[src/rtl/memory_game_pkg.sv]
// memory_game_pkg: shared state encoding, score codes and LED/switch helpers for the autoplayer
package memory_game_pkg;
  typedef enum logic [2:0] {S_IDLE, S_START, S_WATCH, S_PLAY, S_DONE} state_t;
  localparam logic [3:0] SCORE_WIN = 4'hA;
  localparam logic [3:0] SCORE_LOSE = 4'hE;
  localparam logic [3:0] START_SWITCHES = 4'b0011;
  function automatic logic is_one_hot(input logic [3:0] v);
    return (v != 4'b0) && ((v & (v - 4'd1)) == 4'b0);
  endfunction
  function automatic logic [1:0] one_hot_index(input logic [3:0] v);
    logic [1:0] r;
    r = 2'd0;
    for (int k = 0; k < 4; k++) if (v[k]) r = 2'(k);
    return r;
  endfunction
  function automatic logic [3:0] index_to_one_hot(input logic [1:0] i);
    return 4'b0001 << i;
  endfunction
endpackage

[src/rtl/memory_pattern_buffer.sv]
// memory_pattern_buffer: append-only store of captured LED indices with indexed replay
module memory_pattern_buffer #(
  parameter int MAX_DEPTH = 8,
  parameter int IW = (MAX_DEPTH > 1) ? $clog2(MAX_DEPTH) : 1,
  parameter int CW = $clog2(MAX_DEPTH + 1)
) (
  input  logic          clk,
  input  logic          rst_n,
  input  logic          clear,
  input  logic          wr_en,
  input  logic [1:0]    wr_data,
  input  logic [IW-1:0] rd_idx,
  output logic [1:0]    rd_data,
  output logic [CW-1:0] count,
  output logic          full
);
  logic [1:0] mem [MAX_DEPTH];
  assign full = count == CW'(MAX_DEPTH);
  assign rd_data = mem[rd_idx];
  // fill level: clear wins over append, appends beyond capacity are refused
  always_ff @(posedge clk or negedge rst_n)
    if (!rst_n) count <= '0;
    else if (clear) count <= '0;
    else if (wr_en && !full) count <= count + 1'b1;
  // storage needs no reset, only entries below count are ever read
  always_ff @(posedge clk)
    if (wr_en && !full && !clear) mem[count[IW-1:0]] <= wr_data;
endmodule

[src/rtl/memory_game_autoplayer.sv]
// memory_game_autoplayer: records the game's LED patterns and replays them on the switch inputs
module memory_game_autoplayer
  import memory_game_pkg::*;
#(
  parameter int CLKS_PER_SEC = 25000000,
  parameter int MAX_DEPTH = 8,
  parameter int PRESS_CLKS = CLKS_PER_SEC / 10,
  parameter int GAP_CLKS = CLKS_PER_SEC / 10,
  parameter int QUIET_CLKS = CLKS_PER_SEC
) (
  input  logic       i_Clk,
  input  logic       i_Rst_L,
  input  logic       i_Enable,
  input  logic [3:0] i_LED,
  input  logic [3:0] i_Score,
  output logic [3:0] o_Switch,
  output logic       o_Busy,
  output logic       o_Done,
  output logic       o_Win,
  output logic       o_Overflow
);
  localparam int PG = (PRESS_CLKS > GAP_CLKS) ? PRESS_CLKS : GAP_CLKS;
  localparam int TMAX = (PG > QUIET_CLKS) ? PG : QUIET_CLKS;
  localparam int TW = $clog2(TMAX) + 1;
  localparam int IW = (MAX_DEPTH > 1) ? $clog2(MAX_DEPTH) : 1;
  localparam int CW = $clog2(MAX_DEPTH + 1);
  localparam logic [TW-1:0] PRESS_LAST = TW'(PRESS_CLKS - 1);
  localparam logic [TW-1:0] GAP_LAST = TW'(GAP_CLKS - 1);
  localparam logic [TW-1:0] QUIET_LAST = TW'(QUIET_CLKS - 1);
  state_t state, state_nx;
  logic [TW-1:0] tmr, tmr_nx;
  logic [IW-1:0] idx, idx_nx;
  logic gap, gap_nx, win, win_nx, ovf, ovf_nx;
  logic [3:0] led_q, led_prev;
  logic buf_wr, buf_clr, buf_full;
  logic [1:0] buf_rd;
  logic [CW-1:0] buf_count;
  logic capture, busy, scoring, score_end, last_entry;
  memory_pattern_buffer #(.MAX_DEPTH(MAX_DEPTH), .IW(IW), .CW(CW)) u_buf (
    .clk(i_Clk),
    .rst_n(i_Rst_L),
    .clear(buf_clr),
    .wr_en(buf_wr),
    .wr_data(one_hot_index(led_q)),
    .rd_idx(idx),
    .rd_data(buf_rd),
    .count(buf_count),
    .full(buf_full)
  );
  assign capture = is_one_hot(led_q) && led_prev == 4'b0;
  assign busy = state == S_START || state == S_WATCH || state == S_PLAY;
  assign scoring = state == S_WATCH || state == S_PLAY;
  assign score_end = i_Score == SCORE_WIN || i_Score == SCORE_LOSE;
  assign last_entry = idx == IW'(buf_count - 1'b1);
  assign o_Switch = (state == S_START) ? START_SWITCHES :
                    (state == S_PLAY && !gap) ? index_to_one_hot(buf_rd) : 4'b0;
  assign o_Busy = busy;
  assign o_Done = state == S_DONE;
  assign o_Win = win;
  assign o_Overflow = ovf;
  // state, timers and LED history; the LED pair gives a one-cycle edge compare
  always_ff @(posedge i_Clk or negedge i_Rst_L)
    if (!i_Rst_L) begin
      state <= S_IDLE;
      tmr <= '0;
      idx <= '0;
      gap <= 1'b0;
      win <= 1'b0;
      ovf <= 1'b0;
      led_q <= 4'b0;
      led_prev <= 4'b0;
    end else begin
      state <= state_nx;
      tmr <= tmr_nx;
      idx <= idx_nx;
      gap <= gap_nx;
      win <= win_nx;
      ovf <= ovf_nx;
      led_q <= i_LED;
      led_prev <= led_q;
    end
  // next state: per-state phases first, then abort, then game-over which overrides everything
  always_comb begin
    state_nx = state;
    tmr_nx = tmr;
    idx_nx = idx;
    gap_nx = gap;
    win_nx = win;
    ovf_nx = ovf;
    buf_wr = 1'b0;
    buf_clr = 1'b0;
    case (state)
      S_IDLE: if (i_Enable) begin
        state_nx = S_START;
        tmr_nx = '0;
        buf_clr = 1'b1;
      end
      S_START: begin
        tmr_nx = (tmr == PRESS_LAST) ? '0 : tmr + 1'b1;
        if (tmr == PRESS_LAST) state_nx = S_WATCH;
      end
      S_WATCH: begin
        tmr_nx = (led_q != 4'b0) ? '0 : (tmr == QUIET_LAST) ? tmr : tmr + 1'b1;
        if (led_q == 4'b0 && tmr == QUIET_LAST && buf_count != '0) begin
          state_nx = S_PLAY;
          tmr_nx = '0;
          idx_nx = '0;
          gap_nx = 1'b0;
        end
        if (capture) begin
          buf_wr = !buf_full;
          ovf_nx = ovf | buf_full;
        end
      end
      S_PLAY: begin
        tmr_nx = tmr + 1'b1;
        if (!gap && tmr == PRESS_LAST) begin
          gap_nx = 1'b1;
          tmr_nx = '0;
        end
        if (gap && tmr == GAP_LAST) begin
          gap_nx = 1'b0;
          tmr_nx = '0;
          idx_nx = idx + 1'b1;
          state_nx = last_entry ? S_WATCH : S_PLAY;
          buf_clr = last_entry;
        end
      end
      S_DONE: if (!i_Enable) begin
        state_nx = S_IDLE;
        win_nx = 1'b0;
      end
      default: state_nx = S_IDLE;
    endcase
    if (busy && !i_Enable) begin
      state_nx = S_IDLE;
      tmr_nx = '0;
      gap_nx = 1'b0;
      buf_wr = 1'b0;
      buf_clr = 1'b1;
      ovf_nx = ovf;
    end
    if (scoring && score_end) begin
      state_nx = S_DONE;
      tmr_nx = '0;
      gap_nx = 1'b0;
      win_nx = i_Score == SCORE_WIN;
      buf_wr = 1'b0;
      ovf_nx = ovf;
    end
  end
endmodule

[config.mk]
export PLATFORM = sky130hd
export DESIGN_NAME = memory_game_autoplayer
export DESIGN_NICKNAME = d
export VERILOG_FILES = /design/src/rtl/memory_game_pkg.sv /design/src/rtl/memory_pattern_buffer.sv /design/src/rtl/memory_game_autoplayer.sv
export SDC_FILE = /design/constraint.sdc
export NUM_CORES = 1
export LEC_CHECK = 0
export CORE_AREA = 2 2 97 99
export CTS_BUF_LIST = sky130_fd_sc_hd__clkbuf_4
export CTS_CLUSTER_DIAMETER = 150
export DETAILED_ROUTE_END_ITERATION = 12
export DIE_AREA = 0 0 99 101
export PLACE_DENSITY_LB_ADDON = 0.12
export SYNTH_ARGS = -nofsm -noshare
export SYNTH_HDL_FRONTEND = slang
export SYNTH_SLANG_ARGS = --single-unit
[constraint.sdc]
create_clock -name i_Clk -period 2.4 [get_ports i_Clk]
set_input_delay 0.48 -clock i_Clk [delete_from_list [all_inputs] [get_ports i_Clk]]
set_output_delay 0.48 -clock i_Clk [all_outputs]
set_load 0.02 [all_outputs]
==> summary.txt <==
Summary of the current implementation state.

- The run finished, with violations left.
- The final reports fail on negative setup slack.
- The number of global-route vias before repair came to 2,955.
- The number of iterations in the first detailed-routing pass is 6, for reference.
- The clock sink count is 63, for reference.
- The total cell area at the placement stage is 4310 um2, for reference.
- Once detail routing completed, the nets flagged for antenna violations numbered 0.
- Based on the critical path, the design can be clocked at up to 376 MHz.
- After synthesis, the netlist uses 59 different library cells.
- For the pin with the worst max-slew slack, the measured transition is 552 ps.
- Data arrives at the worst endpoint at 2950 ps.
- The post-route total power is 3.19 mW, for reference.
- The placement report lists the number of port buffers as 18.
- The main flop type after synthesis is sky130_fd_sc_hd__dfrtp_1, for reference.
- Dividing total power by cell area gives a power density of 652 nW/um2.
- For this design, the slowest cell found on the critical path is sky130_fd_sc_hd__or4_4.
- Once iteration 0 of detailed routing completed, the report listed 91 DRC markers.
- After synthesis, the share of flip-flops with an asynchronous set or reset is 74.6%.
- Leaving out filler cells and counting taps, the final layout contains 552.
- The overall die area is 10000 um2, for reference.
- The combinational fraction of the cell area is 40.9%, for reference.
- For reference, the placement row count at floorplan is 35.
- The kind of critical path is reg -> reg, for reference.
- The final critical path takes up 111% of the cycle.
- The sum of negative setup slack is -7140 ps, for reference.
- The clock edge transition at the registers on the reported setup and hold paths is 120 ps, for reference.
- The endpoint identified for the worst register-to-register timing path is tmr[9].
- The largest total area in the synthesized netlist belongs to sky130_fd_sc_hd__dfrtp_1.
- Switching power as a fraction of the total was reported as 34.2%.
- The count of yosys warnings during synthesis is 0, for reference.
- The pin count of the biggest net entering global routing is 27, for reference.
- The headroom to the max-slew limit is 63.2%, for reference.
- The cell family contributing the most delay on the critical path is simple AND/OR/NAND/NOR gates.
- TritonCTS built the clock tree.
- Per the detail_route report, vias per standard cell equal 5.45.
- The number of non-clock buffers in the layout is 103, for reference.
- Clock cells make up 2.86% of the layout cell area.
- The clock reaches the later pin of the worst-skew pair after 410 ps.
- The synthesized netlist net count is 351, for reference.
- The worst voltage drop across the vdd grid is 258 uV, for reference.
- Between the synthesized netlist and the finished layout, the area growth was recorded as 41.1%.
- The dominant power group in this design is combinational cells.
- The final timing report gives a worst setup slack of -260 ps.
- The number of antenna diodes is 0, for reference.
- In this run, placement finished with an instance count of 521.
- The portion of the layout cell area used by non-clock buffers is 18.8%, for reference.
- The summed area of non-filler cells in the final layout is 4900 um2, for reference.
- Pin placement for this block handled 19 I/O pins.
- Per the run summary, max-cap violations total 0.
- Looking at the clock tree report, the root buffer type is sky130_fd_sc_hd__clkbuf_4.
- The cell count after synthesis came out at 335.
- The register bit count reported by yosys is 63, for reference.
- The number of multi-input combinational cells in the layout is 248.
- The cell leakage power is 2.09 nW, for reference.
- The cell area that synthesis handed to floorplanning was 3470 um2.
- Yosys mapped a number of flops with a built-in enable equal to 16.
- The most common logic cells in the final layout are sky130_fd_sc_hd__buf_4 (72), sky130_fd_sc_hd__dfrtp_1 (47), sky130_fd_sc_hd__nand2_1 (25).
- The sequential standard cell area is 1660 um2, for reference.
- Counting only logic cells after layout, the most numerous master is sky130_fd_sc_hd__buf_4.
- Summed over all sequential cells, the power is 1.17 mW.
- The clock group total power is 0.734 mW, for reference.
- The number of CTS-inserted buffers is 9, for reference.
- The most numerous cell type found on the critical path is sky130_fd_sc_hd__or4_4.
- Registers are responsible for 36.6% of the overall power.
- The total of endpoints with negative setup slack in the final report is 39, for reference.
- The clock buffer count is 9, for reference.
- The kind of start point of the critical path is a flip-flop, for reference.
- The worst register-to-register path has a setup slack of -260 ps.
- The number of nets in the layout is 452, for reference.
- The number of antenna violations at the first check in global routing is 0, for reference.
- Setup repair after global routing could not meet its margin everywhere.
- The post-DP HPWL is 6330 um, for reference.
- The routed wire length on met2 is 4520 um, for reference.
- The critical path goes through or4_4 > or4b_4 > or4_4 > o21ai_4 > buf_12 > nor2_4 > a22o_1.
- tmr holds more flip-flops than any other register.
- Setup slack on the worst path after placement came out at -262 ps.
- The vertical extent of the die is 101 um, for reference.
- The register with the most flip-flops in the layout has 26 of them.
- The path type of the worst min-delay path is in -> async, for reference.
- In this run the biggest area consumer among cell types represents 33.9% of the synthesized area.
- The maximum single-stage delay on the critical path is 530 ps, for reference.
- After its last routability iteration, the placer logged a weighted congestion of 0.862.
- The beginning of the worst register-to-register path is tmr[25], for reference.
- The main area contributors are sky130_fd_sc_hd__dfrtp_1 (34%), sky130_fd_sc_hd__edfxtp_1 (14%), sky130_fd_sc_hd__nand2_1 (3.1%).
- For this run, design rule violations remaining after detail routing come to 0.
- The met3 track demand over resource is 3.33%, for reference.
- Signal routing reaches up to met4.
- For reference, the final report shows the hold violation count at 0.
- The residual overflow from global routing is 0, for reference.
- The logic area is 2000 um2, for reference.
- The relative contribution of combinational cells to total power is 40.4%, for reference.
- For this design the total switching power over the nets is 1.09 mW.
- The number of inverters outside the clock class in the layout is 11, for reference.
- The cell-internal power is 2.10 mW, for reference.
- Sequential cells were found to cover 47.7% of the synthesized design area.
- The fraction of final layout cells with drive strength greater than 1 is 40.8%, for reference.
- The floorplan report lists the tap cell count as 111.
- The horizontal die dimension is 99 um, for reference.
- The count of cells along the worst register-to-register path is 7, for reference.
- The most frequent cell after synthesis is sky130_fd_sc_hd__dfrtp_1, for reference.
- The design has 63 sequential cells.
- The power dissipated in combinational cells is 1.29 mW, for reference.
- The cell count in the Yosys report is 335, for reference.
timing repair:
item,4_1_cts,5_1_grt
setup buffers,6,7
gates resized,35,54
gates cloned,0,3
endpoints found under the setup margin,38,49
pin swaps,4,19
hold buffers,0,0
worst max path at each step:
stage	end	start	slack, ps	cells after the start
CTS	tmr[18]	tmr[25]	-240	8
finish	tmr[9]	tmr[25]	-260	7
floorplan	tmr[17]	tmr[15]	-190	7
global route	tmr[2]	tmr[25]	-330	8
global placement	tmr[18]	tmr[25]	-240	8
detailed placement	tmr[18]	tmr[25]	-260	8
kinds of logic after synthesis:
group           synth area share, %
buf+inv                        3.78
xor+xnor                       2.27
fa+ha+maj                      1.80
flops                          47.7
mux                            3.53
compound gates                 17.5
simple gates                   23.4
**Placement density heat map**

The bar under the picture is 20 um long. 10 x 10 tiles, from dark blue (low) to red (high), 0 to 100% covered.
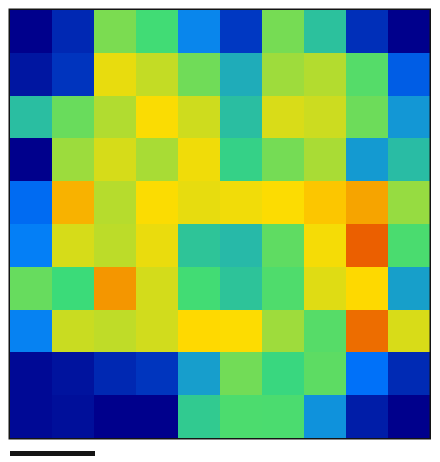
8.0% of the tiles are over 75% full. The mean over all tiles is 48%. The emptiest ninth of the die: bottom left. The fullest tile reaches 89%. 8.0% of the tiles are nearly empty.
Finished Core Util: 54.6%
core area: 8980 um2
starting utilization of the core area: 38.7%

**Routing congestion map**

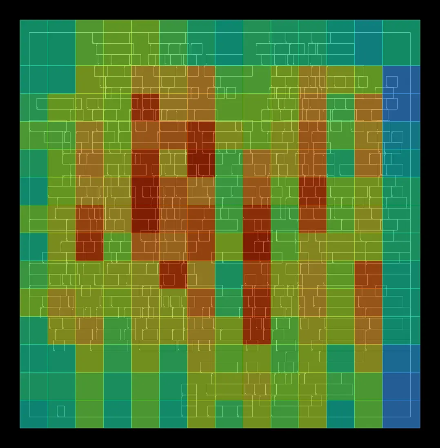
busiest grt layer: met2
combined global-route utilization of all metal layers: 18.4%
Wirelength per Cell: 16.1 um
GRT met1 Usage: 24.0%

**M2 wires**

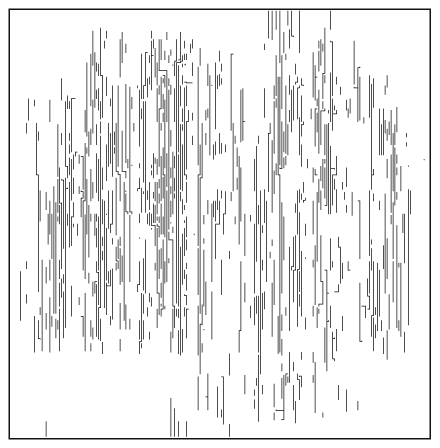
The layer carries 4,520 um of wire. The wires run mostly vertical.
via count of the routed design: 3,006
global-route track usage on met2: 31.0%
total wirelength of the detailed-routed design: 8900 um

Power figures rest on the tool's default switching activity, not on a simulated workload.
